`config.mk`:
```
export PLATFORM = sky130hd
export DESIGN_NAME = epmp_alu_sequencer
export DESIGN_NICKNAME = d
export VERILOG_FILES = /design/src/rtl/epmp_alu_sequencer_pkg.sv /design/src/rtl/epmp_alu_sequencer_rr_arbiter.sv /design/src/rtl/epmp_alu_sequencer.sv
export SDC_FILE = /design/constraint.sdc
export NUM_CORES = 1
export LEC_CHECK = 0
export ABC_AREA = 1
export CAP_MARGIN = 25
export CORE_MARGIN = 3
export CORE_UTILIZATION = 35
export CTS_CLUSTER_SIZE = 25
export DETAILED_ROUTE_END_ITERATION = 10
export GPL_TIMING_DRIVEN = 0
export PLACE_DENSITY = 0.71
export SYNTH_ARGS = -nofsm -noshare
export SYNTH_HDL_FRONTEND = slang
export SYNTH_SLANG_ARGS = --single-unit
```
`constraint.sdc`:
```
create_clock -name i_clk -period 1.51 [get_ports i_clk]
set_input_delay 0.2265 -clock i_clk [delete_from_list [all_inputs] [get_ports i_clk]]
set_output_delay 0.2265 -clock i_clk [all_outputs]
set_load 0.01 [all_outputs]
```
`src/rtl/epmp_alu_sequencer_pkg.sv`:
```
// Shared EPMP ALU command codes and the sequencer state encoding.
package epmp_alu_sequencer_pkg;

    localparam logic [3:0] CMD_ADD  = 4'd0;
    localparam logic [3:0] CMD_SUB  = 4'd1;
    localparam logic [3:0] CMD_CLR  = 4'd2;
    localparam logic [3:0] CMD_NEG  = 4'd3;
    localparam logic [3:0] CMD_INR  = 4'd4;
    localparam logic [3:0] CMD_DCR  = 4'd5;
    localparam logic [3:0] CMD_AND  = 4'd6;
    localparam logic [3:0] CMD_OR   = 4'd7;
    localparam logic [3:0] CMD_LOAD = 4'd8;
    localparam logic [3:0] CMD_MAX  = CMD_LOAD;

    typedef enum logic [2:0] {
        ST_IDLE,
        ST_RESTORE,
        ST_ISSUE,
        ST_READ,
        ST_ACK
    } seq_state_t;

    function automatic logic cmd_is_valid(input logic [3:0] cmd);
        return cmd <= CMD_MAX;
    endfunction

endpackage

```
`src/rtl/epmp_alu_sequencer_rr_arbiter.sv`:
```
// Combinational round-robin arbiter: grants the first request found after i_ptr, wrapping around.
module epmp_rr_arbiter #(
    parameter int N_REQ = 2
) (
    input  logic [N_REQ-1:0]         i_req,
    input  logic [$clog2(N_REQ)-1:0] i_ptr,
    output logic [N_REQ-1:0]         o_grant,
    output logic [$clog2(N_REQ)-1:0] o_idx,
    output logic                     o_any
);
    localparam int IW = $clog2(N_REQ);

    logic [IW-1:0] w_cand;

    always_comb begin
        o_grant = '0;
        o_idx   = '0;
        o_any   = 1'b0;
        w_cand  = i_ptr;
        for (int k = 0; k < N_REQ; k++) begin
            w_cand = (w_cand == IW'(N_REQ - 1)) ? '0 : w_cand + 1'b1;
            if (!o_any && i_req[w_cand]) begin
                o_any           = 1'b1;
                o_idx           = w_cand;
                o_grant[w_cand] = 1'b1;
            end
        end
    end

endmodule

```
`src/rtl/epmp_alu_sequencer.sv`:
```
// EPMP ALU sequencer: round-robin shares one accumulator ALU among N_REQ requesters.
// Define EPMP_CTX_SAVE_EN to give each requester its own saved accumulator context.
module epmp_alu_sequencer
    import epmp_alu_sequencer_pkg::*;
#(
    parameter int N_REQ = 2
) (
    input  logic               i_clk,
    input  logic               i_rst_n,
    input  logic [N_REQ-1:0]   i_req,
    input  logic [4*N_REQ-1:0] i_cmd,
    input  logic [8*N_REQ-1:0] i_opnd,
    output logic [N_REQ-1:0]   o_ack,
    output logic [7:0]         o_result,
    output logic               o_carry,
    output logic               o_err,
    output logic               o_alu_en,
    output logic [3:0]         o_alu_cmd,
    output logic               o_acc_oe,
    output logic               o_bus_oe,
    output logic [7:0]         o_bus_out,
    input  logic [7:0]         i_bus_in,
    input  logic               i_c_in
);
    localparam int IW = $clog2(N_REQ);

`ifdef EPMP_CTX_SAVE_EN
    localparam seq_state_t ST_FIRST = ST_RESTORE;
`else
    localparam seq_state_t ST_FIRST = ST_ISSUE;
`endif

    seq_state_t       r_state;
    seq_state_t       w_state_next;
    logic [IW-1:0]    r_ptr;
    logic [3:0]       r_cmd;
    logic [7:0]       r_opnd;
    logic [7:0]       r_result;
    logic             r_carry;
    logic             r_err;
    logic [N_REQ-1:0] w_grant;
    logic [IW-1:0]    w_idx;
    logic             w_any;
    logic [3:0]       w_win_cmd;
    logic [7:0]       w_win_opnd;
`ifdef EPMP_CTX_SAVE_EN
    logic [7:0]       r_ctx [N_REQ];
`endif

    epmp_rr_arbiter #(.N_REQ(N_REQ)) u_arb (
        .i_req   (i_req),
        .i_ptr   (r_ptr),
        .o_grant (w_grant),
        .o_idx   (w_idx),
        .o_any   (w_any)
    );

    always_comb begin
        w_win_cmd  = '0;
        w_win_opnd = '0;
        for (int i = 0; i < N_REQ; i++) begin
            if (w_grant[i]) begin
                w_win_cmd  = w_win_cmd  | i_cmd[4*i +: 4];
                w_win_opnd = w_win_opnd | i_opnd[8*i +: 8];
            end
        end
    end

    // r_ptr is the last winner, so it doubles as the id of the operation in flight.
    always_ff @(posedge i_clk or negedge i_rst_n) begin
        if (!i_rst_n) begin
            r_state  <= ST_IDLE;
            r_ptr    <= IW'(N_REQ - 1);
            r_cmd    <= '0;
            r_opnd   <= '0;
            r_err    <= 1'b0;
            r_result <= '0;
            r_carry  <= 1'b0;
`ifdef EPMP_CTX_SAVE_EN
            for (int i = 0; i < N_REQ; i++) begin
                r_ctx[i] <= '0;
            end
`endif
        end else begin
            r_state <= w_state_next;
            if (r_state == ST_IDLE && w_any) begin
                r_ptr  <= w_idx;
                r_cmd  <= w_win_cmd;
                r_opnd <= w_win_opnd;
                r_err  <= !cmd_is_valid(w_win_cmd);
            end
            if (r_state == ST_READ) begin
                r_result <= i_bus_in;
                r_carry  <= i_c_in;
`ifdef EPMP_CTX_SAVE_EN
                r_ctx[r_ptr] <= i_bus_in;
`endif
            end
        end
    end

    always_comb begin
        w_state_next = r_state;
        o_ack        = '0;
        o_err        = 1'b0;
        o_alu_en     = 1'b0;
        o_alu_cmd    = '0;
        o_acc_oe     = 1'b0;
        o_bus_oe     = 1'b0;
        o_bus_out    = '0;
        case (r_state)
            ST_IDLE: begin
                if (w_any) begin
                    w_state_next = cmd_is_valid(w_win_cmd) ? ST_FIRST : ST_ACK;
                end
            end
`ifdef EPMP_CTX_SAVE_EN
            ST_RESTORE: begin
                o_alu_en     = 1'b1;
                o_alu_cmd    = CMD_LOAD;
                o_bus_oe     = 1'b1;
                o_bus_out    = r_ctx[r_ptr];
                w_state_next = ST_ISSUE;
            end
`endif
            ST_ISSUE: begin
                o_alu_en     = 1'b1;
                o_alu_cmd    = r_cmd;
                o_bus_oe     = 1'b1;
                o_bus_out    = r_opnd;
                w_state_next = ST_READ;
            end
            ST_READ: begin
                o_acc_oe     = 1'b1;
                w_state_next = ST_ACK;
            end
            ST_ACK: begin
                o_ack[r_ptr] = 1'b1;
                o_err        = r_err;
                w_state_next = ST_IDLE;
            end
            default: begin
                w_state_next = ST_IDLE;
            end
        endcase
    end

    assign o_result = r_result;
    assign o_carry  = r_carry;

endmodule

```
**Port wiring**

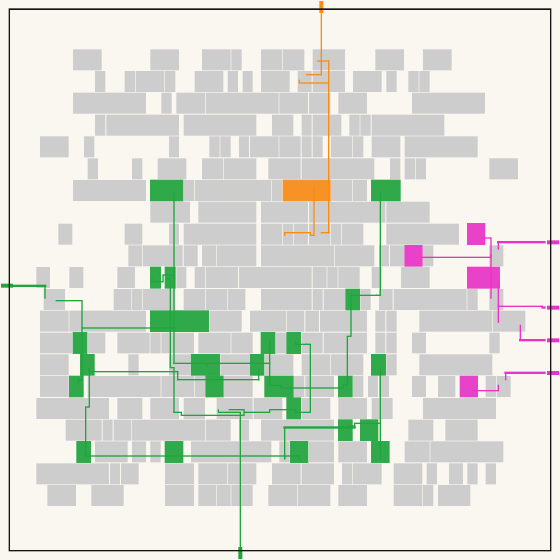
`o_alu_en`: marked orange, bits 1, direction output, end cells 1, buffers 2, wire 47.7 um. `i_req`: marked green, bits 2, direction input, end cells 24, buffers 3, wire 273 um. `o_alu_cmd`: marked magenta, bits 4, direction output, end cells 4, buffers 4, wire 49.5 um.

**Routed metal per tile**

Scale bar: 20 um. 13 x 13 tiles, from dark purple (low) to yellow (high), scaled to the fullest tile. Values are wire area over tile area, all layers added.
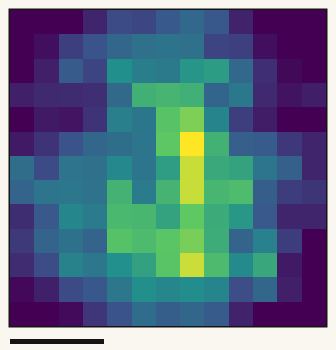
The fullest tile reaches 0.48. The densest ninth of the die: middle. 21% of the tiles are over half the peak.
gr usage total: 18.0%
routed length per instance: 14.6 um
Routed Wire Length: 4.41 mm
via count of the routed design: 1445

**Cells by drive strength**

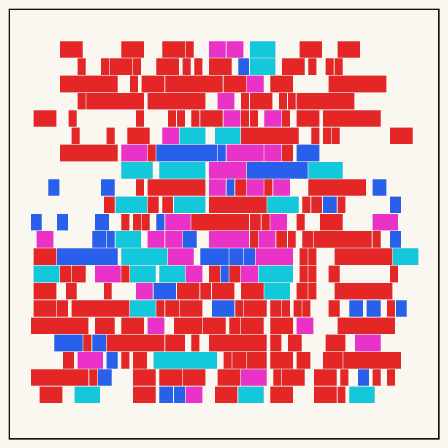
x6 and larger: marked cyan, cells 23, share 8.9%, most used buf_6. x2: marked blue, cells 36, share 14%, most used nor2_2. x3 and x4: marked magenta, cells 34, share 13%, most used buf_4. x1 and smaller: marked red, cells 164, share 64%, most used clkdlybuf4s50_1.

**Cells coloured by class**

Scale bar: 20 um.
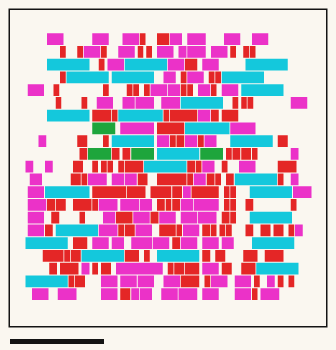
clock drivers and dummy loads: marked green, cells 4, share of their area 2.3%. remaining logic cells: marked red, cells 134, share of their area 33%. remaining buffers and delay cells: marked magenta, cells 93, share of their area 37%. registers: marked cyan, cells 26, share of their area 28%.

==> summary.txt <==
impl run done, here's what came out: CLK BUF=4, FILL cells=271, path depth of the worst reg2reg path=7, period utilization=109%, first-pass GRT wire length=6.11 mm, ClkCell Share=2.27%, Max-slew headroom=65.7%, Fmax=609 MHz, skew final=3.37 ps, crit path from=r_state[1], gr ovfl total=0, Yosys Instances=167, Synth Seq Share=49.4%, Flop Count=26, # setup viols final=12, Syn Std Cell Area=1320 um2, Area Growth Syn to Fin=83.5%, CTS tree=done, CTS root buffer=clkbuf_8, status=finished with violations, largest net degree at the start of global routing=19, Seq/total area=27.0%, dpl hpwl=2.73 mm, Final nets=295, Flops after synth=26, fp_density=37.8%, Syn. warnings=0, ao+oa area frac=8.34%, Overall Power=4.78 mW, Top non-seq family=simple AND/OR/NAND/NOR gates, yosys adder share=0%, Max clock buf depth=2, Worst-path clk slew=90 ps, logic gate fraction of the total cell area=27.5%, drt drc=0, Die Span Y=67.4 um, critical path fanouts, max=5, failing checks=setup timing, CP endpoint kind=output pin, DRT iter0 DRCs=41, Distinct lib cells used=23, worst setup margin=-132 ps
## cell usage after synthesis (3+ instances only)
library cell  instances  area (um2)
nand2_1              45         169
dfrtp_1              25         626
nor3_1                4        20.0
inv_1                23        86.3
buf_4                 3        22.5
nand3_1              17        85.1
nor2_1               18        67.6
o221ai_1              5        43.8
o21ai_1               3        15.0
o21ai_0               3        15.0
nand4_1               5        31.3
## critical path, stage by stage, from the launching register on
cell and delay, ps:
dfrtp_1 380, inv_2 80, nor3_4 210, inv_2 100
buf_8 160, nor2_2 80, buf_2 130
## power breakdown
part           switching, mW  internal [mW]  total [mW]
Clock                  0.217          0.233       0.450
Combinational           1.55           1.54        3.09
Sequential             0.187           1.06        1.24
Total                   1.96           2.83        4.78
## placed cells by master (no fill, tap or decap), types with 6 or more instances in the layout
master / synthesis / final
buf_2: 2 / 11
nand3_1: 17 / 13
buf_4: 3 / 19
dfrtp_1: 25 / 23
nor2_2: 2 / 12
nor2_4: 1 / 6
inv_1: 23 / 19
buf_6: 1 / 14
nand2_1: 45 / 42
clkdlybuf4s50_1: 0 / 43
## per-layer routing
layer	share of wire (%)	up-vias	global-route usage, %
li1	-	717	-
met1	42	680	24.0
met2	52	40	29.8
met3	4.1	8	3.49
met4	2.1	0	5.06
met5	0	-	0
## per-stage QoR
step	util [%]	area [um2]	setup slack [ps]
floorplan	-	1330	34.6
global placement	57.3	2000	-567
detailed placement	58.1	2030	-580
CTS	61.9	2160	-118
global route	69.3	2420	-189
finish	69.3	2420	-132
## what timing repair did
action,in CTS,in global routing
buffers inserted,9,12
pin swaps,4,10
gates resized,91,50
endpoints found under the setup margin,33,40
cloned,1,2
## state kept, by name, summed over array words and instances, names as in the netlist, named ones only
register	cells
r_err	1
r_cmd	4
o_carry	1
r_opnd	8
o_result	8
r_state	3
Power is estimated from default activity; no workload was simulated.
